--- src/rtl/lex_token_stage_if.sv ---
// Stream bundle for the lexer stage.
//   Character side : in_valid, in_char, in_last (towards the lexer), in_ready (from the lexer)
//   Token side     : tok_valid, tok_type, tok_value, tok_len, tok_line, tok_col (from the lexer),
//                    tok_ready (towards the lexer)
// Modports:
//   master - the lexer stage itself (produces tokens, consumes characters)
//   slave  - the surrounding environment (character source and token sink)
interface lex_token_stage_if #(
    parameter int VAL_W  = 32,
    parameter int LINE_W = 16,
    parameter int COL_W  = 16,
    parameter int LEN_W  = 8
);
    logic              in_valid;
    logic              in_ready;
    logic [7:0]        in_char;
    logic              in_last;
    logic              tok_valid;
    logic              tok_ready;
    logic [2:0]        tok_type;
    logic [VAL_W-1:0]  tok_value;
    logic [LEN_W-1:0]  tok_len;
    logic [LINE_W-1:0] tok_line;
    logic [COL_W-1:0]  tok_col;

    modport master (
        input  in_valid, in_char, in_last, tok_ready,
        output in_ready, tok_valid, tok_type, tok_value, tok_len, tok_line, tok_col
    );

    modport slave (
        output in_valid, in_char, in_last, tok_ready,
        input  in_ready, tok_valid, tok_type, tok_value, tok_len, tok_line, tok_col
    );
endinterface

--- src/rtl/lex_token_stage.sv ---
// Byte-per-cycle tokenizer: classifies the character stream into NUM / IDENT / STR /
// PUNC / OP / EOF / ERR tokens with the line/column of each token's first character.
// Ports:
//   clk, rst  - clock, asynchronous active-high reset
//   bus       - lex_token_stage_if.master (character input stream + token output stream)
//   busy_o    - FSM not idle, or a token is waiting in the output register
// Build option: define COMMENT_SKIP_EN to skip '#' comments up to and including '\n';
// without it '#' is reported as an ERR token.
// VAL_W must be at least 32 so the first four characters can be packed into the value.
module lex_token_stage #(
    parameter int VAL_W  = 32,
    parameter int LINE_W = 16,
    parameter int COL_W  = 16,
    parameter int LEN_W  = 8
) (
    input  logic              clk,
    input  logic              rst,
    lex_token_stage_if.master bus,
    output logic              busy_o
);
    typedef enum logic [2:0] {
        S_IDLE, S_NUM, S_IDENT, S_STR, S_ESC, S_OP
`ifdef COMMENT_SKIP_EN
        , S_CMT
`endif
    } state_t;

    localparam logic [2:0] T_NONE  = 3'd0;
    localparam logic [2:0] T_NUM   = 3'd1;
    localparam logic [2:0] T_IDENT = 3'd2;
    localparam logic [2:0] T_STR   = 3'd3;
    localparam logic [2:0] T_PUNC  = 3'd4;
    localparam logic [2:0] T_OP    = 3'd5;
    localparam logic [2:0] T_EOF   = 3'd6;
    localparam logic [2:0] T_ERR   = 3'd7;

    localparam logic [VAL_W+3:0]  TEN      = (VAL_W+4)'(10);
    localparam logic [VAL_W-1:0]  VAL_MAX  = {VAL_W{1'b1}};
    localparam logic [LEN_W-1:0]  LEN_MAX  = {LEN_W{1'b1}};
    localparam logic [LEN_W-1:0]  LEN_ONE  = {{(LEN_W-1){1'b0}}, 1'b1};
    localparam logic [LEN_W-1:0]  LEN_TWO  = LEN_W'(2);
    localparam logic [LINE_W-1:0] LINE_ONE = {{(LINE_W-1){1'b0}}, 1'b1};
    localparam logic [COL_W-1:0]  COL_ONE  = {{(COL_W-1){1'b0}}, 1'b1};

    function automatic logic is_ws(input logic [7:0] c);
        return (c == 8'h20) || (c == 8'h09) || (c == 8'h0D) || (c == 8'h0A);
    endfunction

    function automatic logic is_dig(input logic [7:0] c);
        return (c >= 8'h30) && (c <= 8'h39);
    endfunction

    function automatic logic is_ids(input logic [7:0] c);
        return ((c >= 8'h41) && (c <= 8'h5A)) || ((c >= 8'h61) && (c <= 8'h7A)) || (c == 8'h5F);
    endfunction

    function automatic logic is_idc(input logic [7:0] c);
        return is_ids(c) || is_dig(c) || (c == 8'h3F) || (c == 8'h21) || (c == 8'h2D);
    endfunction

    function automatic logic is_punc(input logic [7:0] c);
        return (c == 8'h2C) || (c == 8'h3B) || (c == 8'h28) || (c == 8'h29) ||
               (c == 8'h7B) || (c == 8'h7D) || (c == 8'h5B) || (c == 8'h5D);
    endfunction

    function automatic logic is_opc(input logic [7:0] c);
        return (c == 8'h2B) || (c == 8'h2D) || (c == 8'h2A) || (c == 8'h2F) ||
               (c == 8'h25) || (c == 8'h3D) || (c == 8'h26) || (c == 8'h7C) ||
               (c == 8'h3C) || (c == 8'h3E) || (c == 8'h21);
    endfunction

    // Place character c into byte slot n of v; slots beyond the fourth are ignored.
    function automatic logic [VAL_W-1:0] pack_char(input logic [VAL_W-1:0] v,
                                                   input logic [LEN_W-1:0] n,
                                                   input logic [7:0] c);
        logic [VAL_W-1:0] r;
        r = v;
        for (int i = 0; i < 4; i++) begin
            r[8*i +: 8] = (n == LEN_W'(i)) ? c : r[8*i +: 8];
        end
        return r;
    endfunction

    state_t            state_q, state_d;
    logic [VAL_W-1:0]  val_q, val_d;
    logic [LEN_W-1:0]  len_q, len_d;
    logic [LINE_W-1:0] line_q, line_d, sline_q, sline_d;
    logic [COL_W-1:0]  col_q, col_d, scol_q, scol_d;
    logic              eof_q, eof_d;
    logic              tv_q, tv_d;
    logic [2:0]        ttype_q, ttype_d;
    logic [VAL_W-1:0]  tval_q, tval_d;
    logic [LEN_W-1:0]  tlen_q, tlen_d;
    logic [LINE_W-1:0] tline_q, tline_d;
    logic [COL_W-1:0]  tcol_q, tcol_d;

    logic [7:0]        c_s;
    logic              can_load_s;
    logic              consume_s;
    logic              emit_s;
    logic [2:0]        etype_s;
    logic [VAL_W-1:0]  evalue_s;
    logic [LEN_W-1:0]  elen_s;
    logic [LINE_W-1:0] eline_s;
    logic [COL_W-1:0]  ecol_s;
    logic [LEN_W-1:0]  len_inc_s;
    logic [VAL_W+3:0]  num_wide_s;
    logic [VAL_W-1:0]  num_next_s;
    logic [VAL_W-1:0]  char_val_s;

    assign c_s        = bus.in_char;
    assign char_val_s = {{(VAL_W-8){1'b0}}, c_s};
    // Every consumed char may need the output register, so input stalls whenever it is held.
    assign can_load_s = !tv_q || bus.tok_ready;
    assign len_inc_s  = (len_q == LEN_MAX) ? len_q : len_q + LEN_ONE;
    // ASCII digits 0x30..0x39 carry their value in the low nibble.
    assign num_wide_s = ({4'b0000, val_q} * TEN) + {{VAL_W{1'b0}}, c_s[3:0]};
    assign num_next_s = (num_wide_s[VAL_W+3:VAL_W] != 4'b0000) ? VAL_MAX : num_wide_s[VAL_W-1:0];

    // Next-state, consume decision and token assembly.
    always_comb begin
        state_d  = state_q;
        val_d    = val_q;
        len_d    = len_q;
        line_d   = line_q;
        col_d    = col_q;
        sline_d  = sline_q;
        scol_d   = scol_q;
        eof_d    = eof_q;
        tv_d     = tv_q;
        ttype_d  = ttype_q;
        tval_d   = tval_q;
        tlen_d   = tlen_q;
        tline_d  = tline_q;
        tcol_d   = tcol_q;
        consume_s = 1'b0;
        emit_s    = 1'b0;
        etype_s   = T_NONE;
        evalue_s  = char_val_s;
        elen_s    = LEN_ONE;
        eline_s   = line_q;
        ecol_s    = col_q;

        if (!can_load_s) begin
            consume_s = 1'b0;
        end else if (eof_q) begin
            // End-of-stream flush: open token (or unterminated string) first, then EOF.
            state_d = S_IDLE;
            emit_s  = 1'b1;
            eline_s = sline_q;
            ecol_s  = scol_q;
            evalue_s = val_q;
            elen_s   = len_q;
            case (state_q)
                S_NUM:   etype_s = T_NUM;
                S_IDENT: etype_s = T_IDENT;
                S_OP:    etype_s = T_OP;
                S_STR, S_ESC: begin
                    etype_s  = T_ERR;
                    evalue_s = {{(VAL_W-8){1'b0}}, 8'h22};
                    elen_s   = LEN_ONE;
                end
                default: begin
                    etype_s  = T_EOF;
                    evalue_s = {VAL_W{1'b0}};
                    elen_s   = {LEN_W{1'b0}};
                    eline_s  = line_q;
                    ecol_s   = col_q;
                    line_d   = {LINE_W{1'b0}};
                    col_d    = {COL_W{1'b0}};
                    eof_d    = 1'b0;
                end
            endcase
        end else if (bus.in_valid) begin
            consume_s = 1'b1;
            case (state_q)
                S_IDLE: begin
                    sline_d = line_q;
                    scol_d  = col_q;
                    if (is_ws(c_s)) begin
                        state_d = S_IDLE;
                    end else if (is_dig(c_s)) begin
                        state_d = S_NUM;
                        val_d   = {{(VAL_W-4){1'b0}}, c_s[3:0]};
                        len_d   = LEN_ONE;
                    end else if (is_ids(c_s)) begin
                        state_d = S_IDENT;
                        val_d   = char_val_s;
                        len_d   = LEN_ONE;
                    end else if (c_s == 8'h22) begin
                        state_d = S_STR;
                        val_d   = {VAL_W{1'b0}};
                        len_d   = {LEN_W{1'b0}};
                    end else if (is_punc(c_s)) begin
                        emit_s  = 1'b1;
                        etype_s = T_PUNC;
                    end else if (is_opc(c_s)) begin
                        state_d = S_OP;
                        val_d   = char_val_s;
                        len_d   = LEN_ONE;
`ifdef COMMENT_SKIP_EN
                    end else if (c_s == 8'h23) begin
                        state_d = S_CMT;
`endif
                    end else begin
                        emit_s  = 1'b1;
                        etype_s = T_ERR;
                    end
                end
                S_NUM, S_IDENT, S_OP: begin
                    if ((state_q == S_NUM) && is_dig(c_s)) begin
                        val_d = num_next_s;
                        len_d = len_inc_s;
                    end else if ((state_q == S_IDENT) && is_idc(c_s)) begin
                        val_d = pack_char(val_q, len_q, c_s);
                        len_d = len_inc_s;
                    end else if ((state_q == S_OP) && is_opc(c_s) && (len_q < LEN_TWO)) begin
                        val_d = pack_char(val_q, len_q, c_s);
                        len_d = len_inc_s;
                    end else begin
                        // Terminator is only peeked; IDLE re-examines it next cycle.
                        consume_s = 1'b0;
                        emit_s    = 1'b1;
                        etype_s   = (state_q == S_NUM) ? T_NUM : ((state_q == S_IDENT) ? T_IDENT : T_OP);
                        evalue_s  = val_q;
                        elen_s    = len_q;
                        eline_s   = sline_q;
                        ecol_s    = scol_q;
                        state_d   = S_IDLE;
                    end
                end
                S_STR: begin
                    if (c_s == 8'h5C) begin
                        state_d = S_ESC;
                    end else if (c_s == 8'h22) begin
                        emit_s   = 1'b1;
                        etype_s  = T_STR;
                        evalue_s = val_q;
                        elen_s   = len_q;
                        eline_s  = sline_q;
                        ecol_s   = scol_q;
                        state_d  = S_IDLE;
                    end else begin
                        val_d = pack_char(val_q, len_q, c_s);
                        len_d = len_inc_s;
                    end
                end
                S_ESC: begin
                    val_d   = pack_char(val_q, len_q, c_s);
                    len_d   = len_inc_s;
                    state_d = S_STR;
                end
`ifdef COMMENT_SKIP_EN
                S_CMT: begin
                    state_d = (c_s == 8'h0A) ? S_IDLE : S_CMT;
                end
`endif
                default: begin
                    state_d = S_IDLE;
                end
            endcase
        end else begin
            consume_s = 1'b0;
        end

        if (consume_s) begin
            if (c_s == 8'h0A) begin
                line_d = line_q + LINE_ONE;
                col_d  = {COL_W{1'b0}};
            end else begin
                col_d = col_q + COL_ONE;
            end
            eof_d = bus.in_last ? 1'b1 : eof_q;
        end else begin
            eof_d = eof_d;
        end

        if (can_load_s) begin
            tv_d = emit_s;
            if (emit_s) begin
                ttype_d = etype_s;
                tval_d  = evalue_s;
                tlen_d  = elen_s;
                tline_d = eline_s;
                tcol_d  = ecol_s;
            end else begin
                ttype_d = ttype_q;
            end
        end else begin
            tv_d = tv_q;
        end
    end

    // State, position, accumulator and output registers.
    always_ff @(posedge clk or posedge rst) begin
        if (rst) begin
            state_q <= S_IDLE;
            val_q   <= {VAL_W{1'b0}};
            len_q   <= {LEN_W{1'b0}};
            line_q  <= {LINE_W{1'b0}};
            col_q   <= {COL_W{1'b0}};
            sline_q <= {LINE_W{1'b0}};
            scol_q  <= {COL_W{1'b0}};
            eof_q   <= 1'b0;
            tv_q    <= 1'b0;
            ttype_q <= T_NONE;
            tval_q  <= {VAL_W{1'b0}};
            tlen_q  <= {LEN_W{1'b0}};
            tline_q <= {LINE_W{1'b0}};
            tcol_q  <= {COL_W{1'b0}};
        end else begin
            state_q <= state_d;
            val_q   <= val_d;
            len_q   <= len_d;
            line_q  <= line_d;
            col_q   <= col_d;
            sline_q <= sline_d;
            scol_q  <= scol_d;
            eof_q   <= eof_d;
            tv_q    <= tv_d;
            ttype_q <= ttype_d;
            tval_q  <= tval_d;
            tlen_q  <= tlen_d;
            tline_q <= tline_d;
            tcol_q  <= tcol_d;
        end
    end

    assign bus.in_ready  = consume_s;
    assign bus.tok_valid = tv_q;
    assign bus.tok_type  = ttype_q;
    assign bus.tok_value = tval_q;
    assign bus.tok_len   = tlen_q;
    assign bus.tok_line  = tline_q;
    assign bus.tok_col   = tcol_q;
    assign busy_o        = (state_q != S_IDLE) || tv_q;
endmodule

--- src/flat_wrapper.sv ---
// flat-port wrapper written by rule: the top's interface ports become plain ports
module lex_token_stage_flat 
#(
    parameter int VAL_W  = 32,
    parameter int LINE_W = 16,
    parameter int COL_W  = 16,
    parameter int LEN_W  = 8
)
  (clk, rst, busy_o, bus_in_valid, bus_in_char, bus_in_last, bus_tok_ready, bus_in_ready, bus_tok_valid, bus_tok_type, bus_tok_value, bus_tok_len, bus_tok_line, bus_tok_col);
  lex_token_stage_if #(.VAL_W(VAL_W), .LINE_W(LINE_W), .COL_W(COL_W), .LEN_W(LEN_W)) bus_i ();
  input  logic clk;
  input  logic rst;
  output logic busy_o;
  input wire logic [$bits(bus_i.in_valid)-1:0] bus_in_valid;
  input wire logic [$bits(bus_i.in_char)-1:0] bus_in_char;
  input wire logic [$bits(bus_i.in_last)-1:0] bus_in_last;
  input wire logic [$bits(bus_i.tok_ready)-1:0] bus_tok_ready;
  output wire logic [$bits(bus_i.in_ready)-1:0] bus_in_ready;
  output wire logic [$bits(bus_i.tok_valid)-1:0] bus_tok_valid;
  output wire logic [$bits(bus_i.tok_type)-1:0] bus_tok_type;
  output wire logic [$bits(bus_i.tok_value)-1:0] bus_tok_value;
  output wire logic [$bits(bus_i.tok_len)-1:0] bus_tok_len;
  output wire logic [$bits(bus_i.tok_line)-1:0] bus_tok_line;
  output wire logic [$bits(bus_i.tok_col)-1:0] bus_tok_col;
  assign bus_i.in_valid = bus_in_valid;
  assign bus_i.in_char = bus_in_char;
  assign bus_i.in_last = bus_in_last;
  assign bus_i.tok_ready = bus_tok_ready;
  assign bus_in_ready = bus_i.in_ready;
  assign bus_tok_valid = bus_i.tok_valid;
  assign bus_tok_type = bus_i.tok_type;
  assign bus_tok_value = bus_i.tok_value;
  assign bus_tok_len = bus_i.tok_len;
  assign bus_tok_line = bus_i.tok_line;
  assign bus_tok_col = bus_i.tok_col;
  lex_token_stage #(.VAL_W(VAL_W), .LINE_W(LINE_W), .COL_W(COL_W), .LEN_W(LEN_W)) u_core (.clk(clk), .rst(rst), .bus(bus_i), .busy_o(busy_o));
endmodule
--- config.mk ---
export PLATFORM = sky130hd
export DESIGN_NAME = lex_token_stage_flat
export DESIGN_NICKNAME = d
export VERILOG_FILES = /design/src/rtl/lex_token_stage_if.sv /design/src/rtl/lex_token_stage.sv /design/src/flat_wrapper.sv
export SDC_FILE = /design/constraint.sdc
export NUM_CORES = 1
export LEC_CHECK = 0
export CORE_UTILIZATION = 55
export CTS_CLUSTER_SIZE = 20
export DETAILED_ROUTE_END_ITERATION = 6
export GPL_ROUTABILITY_DRIVEN = 0
export PLACE_DENSITY_LB_ADDON = 0.05
export SYNTH_ARGS = -nofsm -noshare
export SYNTH_HDL_FRONTEND = slang
export SYNTH_SLANG_ARGS = --single-unit
--- constraint.sdc ---
create_clock -name clk -period 5.8 [get_ports clk]
set_input_delay 0.58 -clock clk [delete_from_list [all_inputs] [get_ports clk]]
set_output_delay 0.58 -clock clk [all_outputs]
set_load 0.01 [all_outputs]
io_fan.png
Scale bar: 50 um.
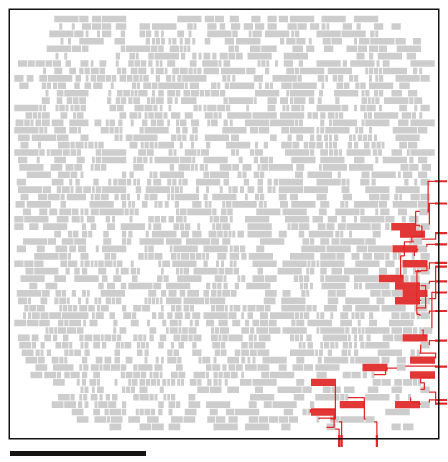
Red stands for bus_tok_col, bits 16, direction output, edge 13 right, 3 bottom, end cells 16, buffers 16, wire 302 um.

layer_met1.png
Scale bar: 50 um. Supply wires on this layer in gray.
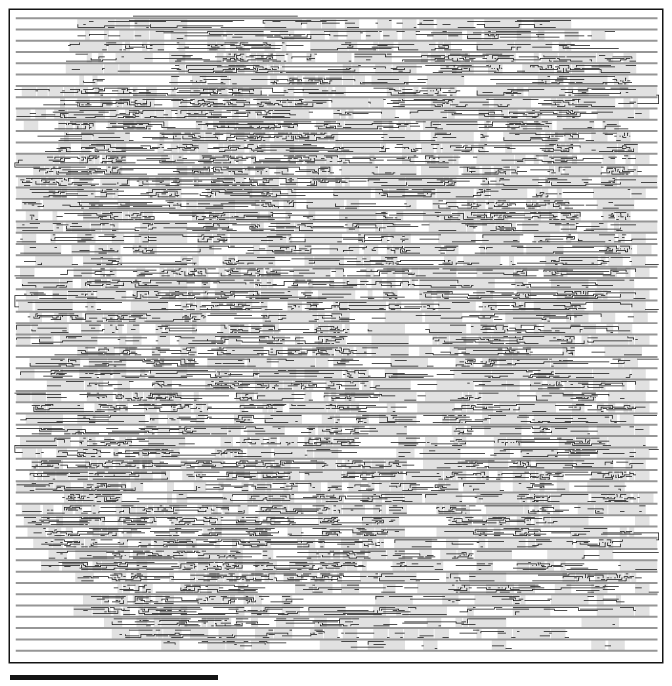
The layer holds 44% of the routed length. The layer carries 16600 um of wire. The longest straight run is 46.5 um. 1559 nets have wire on it. The wires run mostly horizontal.

wires.png
Two of the layers only.
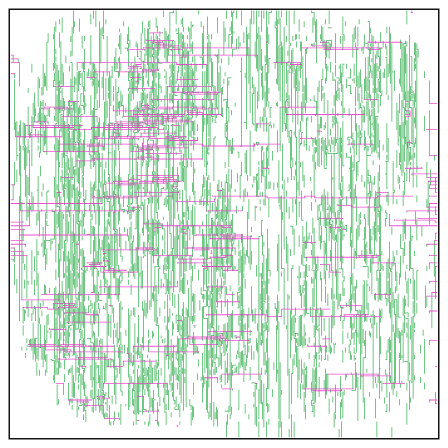
Green stands for metal 2, wire length 17700 um. Magenta stands for metal 3, wire length 2620 um.

flops_by_reg.png
Scale bar: 50 um.
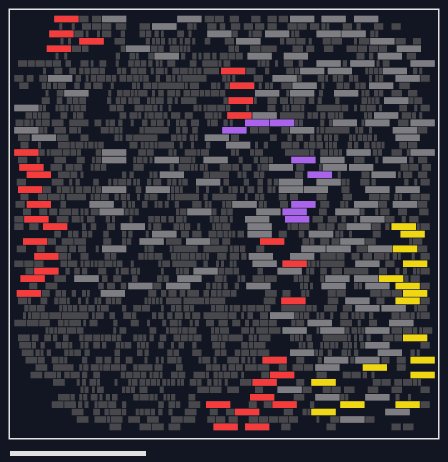
Red stands for u_core.bus.tok_value, placed flops 32. Purple stands for u_core.bus.tok_len, placed flops 8. Yellow stands for u_core.bus.tok_col, placed flops 16.
Another 128 sequential cells are not colored.
Seq/total area: 30.8%
Post-Route Utilization: 63.5%
P_seq: 1850 uW
sequential cell area: 4600 sq um

congestion.png
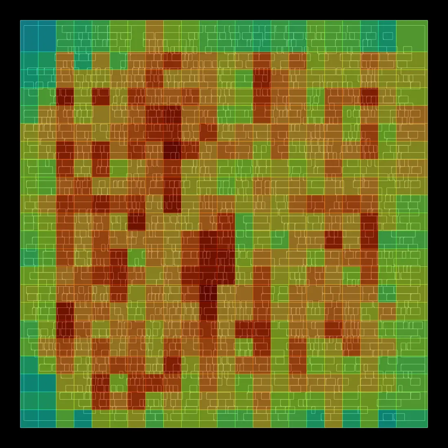
GRT met2 Usage: 50.6%
GR Util All Layers: 31.3%
met1 Use GR: 42.6%
Most Used Layer, Global Route: met2

==> results_dict.tcl <==
# collected from the flow reports
set metrics [dict create \
    status "completed" \
    rsz0062_at_grt "no" \
    num-nets-final 1671 \
    instances_no_fill 1919 \
    p_switching_uw 2970 \
    n_tap_cell 319 \
    pg_comb_uw 3170 \
    drt-initial-drc-count 1274 \
    startpoint_type "input port" \
    total_power_uw 6230 \
    fill_cells 2049 \
    buffers_excl_clock 113 \
    die_y_um 157 \
    top_cells_by_area "dfrtp_1, ha_1, nand2_1, o21ai_0, a22o_1" \
    leakage_uw 0.00621 \
    p_seq_share_pct 29.7 \
    top_area_cell "dfrtp_1" \
    whs_ns 0.480 \
    fin_tns_setup_ns 0 \
    synthAoiAreaFrac_pct 27.0 \
    p_int_uw 3260 \
    ys.flop_type "dfrtp_1" \
    r2r_cells 12 \
    yosys.area_share.xor_xnor_pct 2.85 \
    synth_cell_type_count 84 \
    coreArea_sq_um 23500 \
    tritoncts "done" \
    cp_max_fo 19 \
    pwr-share-clk_pct 19.3 \
    hold_buffers 0 \
    vias_per_cell 6.56 \
    swShare_pct 47.7 \
    clock_latency_ns 0.45 \
    drt-total-wl_um 38000 \
    fin_skew_ns 0.0188 \
    drv_cap 0 \
    crit_required_ns 5.22 \
    num-nonclk-inverters 23 \
    ff_count 184 \
    syn_inst 1560 \
    dominant_cells "multi-input combinational cells" \
    initial_core_util_pct 56.1 \
    rrSetupSlack_ns 1.04 \
    synth_area_sq_um 13200 \
    hpwl_um 26300 \
    cp-startpoint "bus_in_char[6]" \
    crit_type "in2out" \
    grt_pass1_vias 11632 \
    worstReg2RegStart "u_core.val_q[5]" \
    io_buffers 90 \
    r2r-end "u_core.val_q[0]" \
    vdd_drop_max_mv 0.227 \
    p_clk_uw 1200 \
    clk_pin_slew_ns 0.08 \
    grt_first_pass_wirelength_um 61100 \
    grt_max_degree 138 \
    ys_seq_share_pct 34.8 \
    p_comb_share_pct 50.9 \
    clkCellAreaFrac_pct 4.10 \
    wire_per_inst_um 19.8 \
    hold_end "u_core.bus.tok_col[0]" \
    fa_ha_area_share_pct 6.84 \
    clockRootBuffer "clkbuf_16" \
    synthTopLogicFamily "AND-OR/OR-AND gates" \
    cts_setup_buffers 0 \
    dp_cells 1887 \
    io_pins 91 \
    async_flop_share_pct 100 \
    pre_cts_slack_ns 1.07 \
    cts_made_buffers 17 \
    logic_gates 1248 \
    cts.repair.resized 0 \
    hold_viol 0 \
    endpoint "bus_in_ready" \
    clock_sinks 184 \
    edf_count 0 \
    dieWidth_um 157 \
    ys_sh_simple_pct 21.0 \
    most_common_cell "nand2_1" \
    synth_area_per_cell_sq_um 8.47 \
    finalCritPeriodShare_pct 82.4 \
    vias 12597 \
    nClkBuffers 18 \
    drtPass1Iterations 6 \
    placed_area_sq_um 14300 \
    dieArea_sq_um 24600 \
    critPathCaptureType "primary output" \
    period_needed_ns 4.78 \
    power_leader "combinational logic" \
]
[critical path, stage by stage]
cell,delay [ns]
clkdlybuf4s50_1,0.77
nor3b_1,0.39
a21boi_0,0.31
a221o_1,0.21
a32o_1,0.27
nand4b_1,0.23
and3_1,0.28
or2_2,0.46
inv_1,0.14
clkdlybuf4s50_1,0.54
[per-layer routing]
metal	part of all wire, %	up-vias	GRT usage (%)
li1	-	5922	-
met1	44	6064	42.6
met4	2.9	0	11.7
met2	47	538	50.6
met5	0	-	0
met3	6.9	73	4.32
[cells by family after synthesis]
logic type               after synthesis
AND/OR/NAND/NOR                      576
AND-OR/OR-AND                        518
flip-flops                           184
buffers and inverters                128
adder cells (fa/ha/maj)               71
XOR/XNOR                              43
multiplexers                          40
Power is estimated from default activity; no workload was simulated.
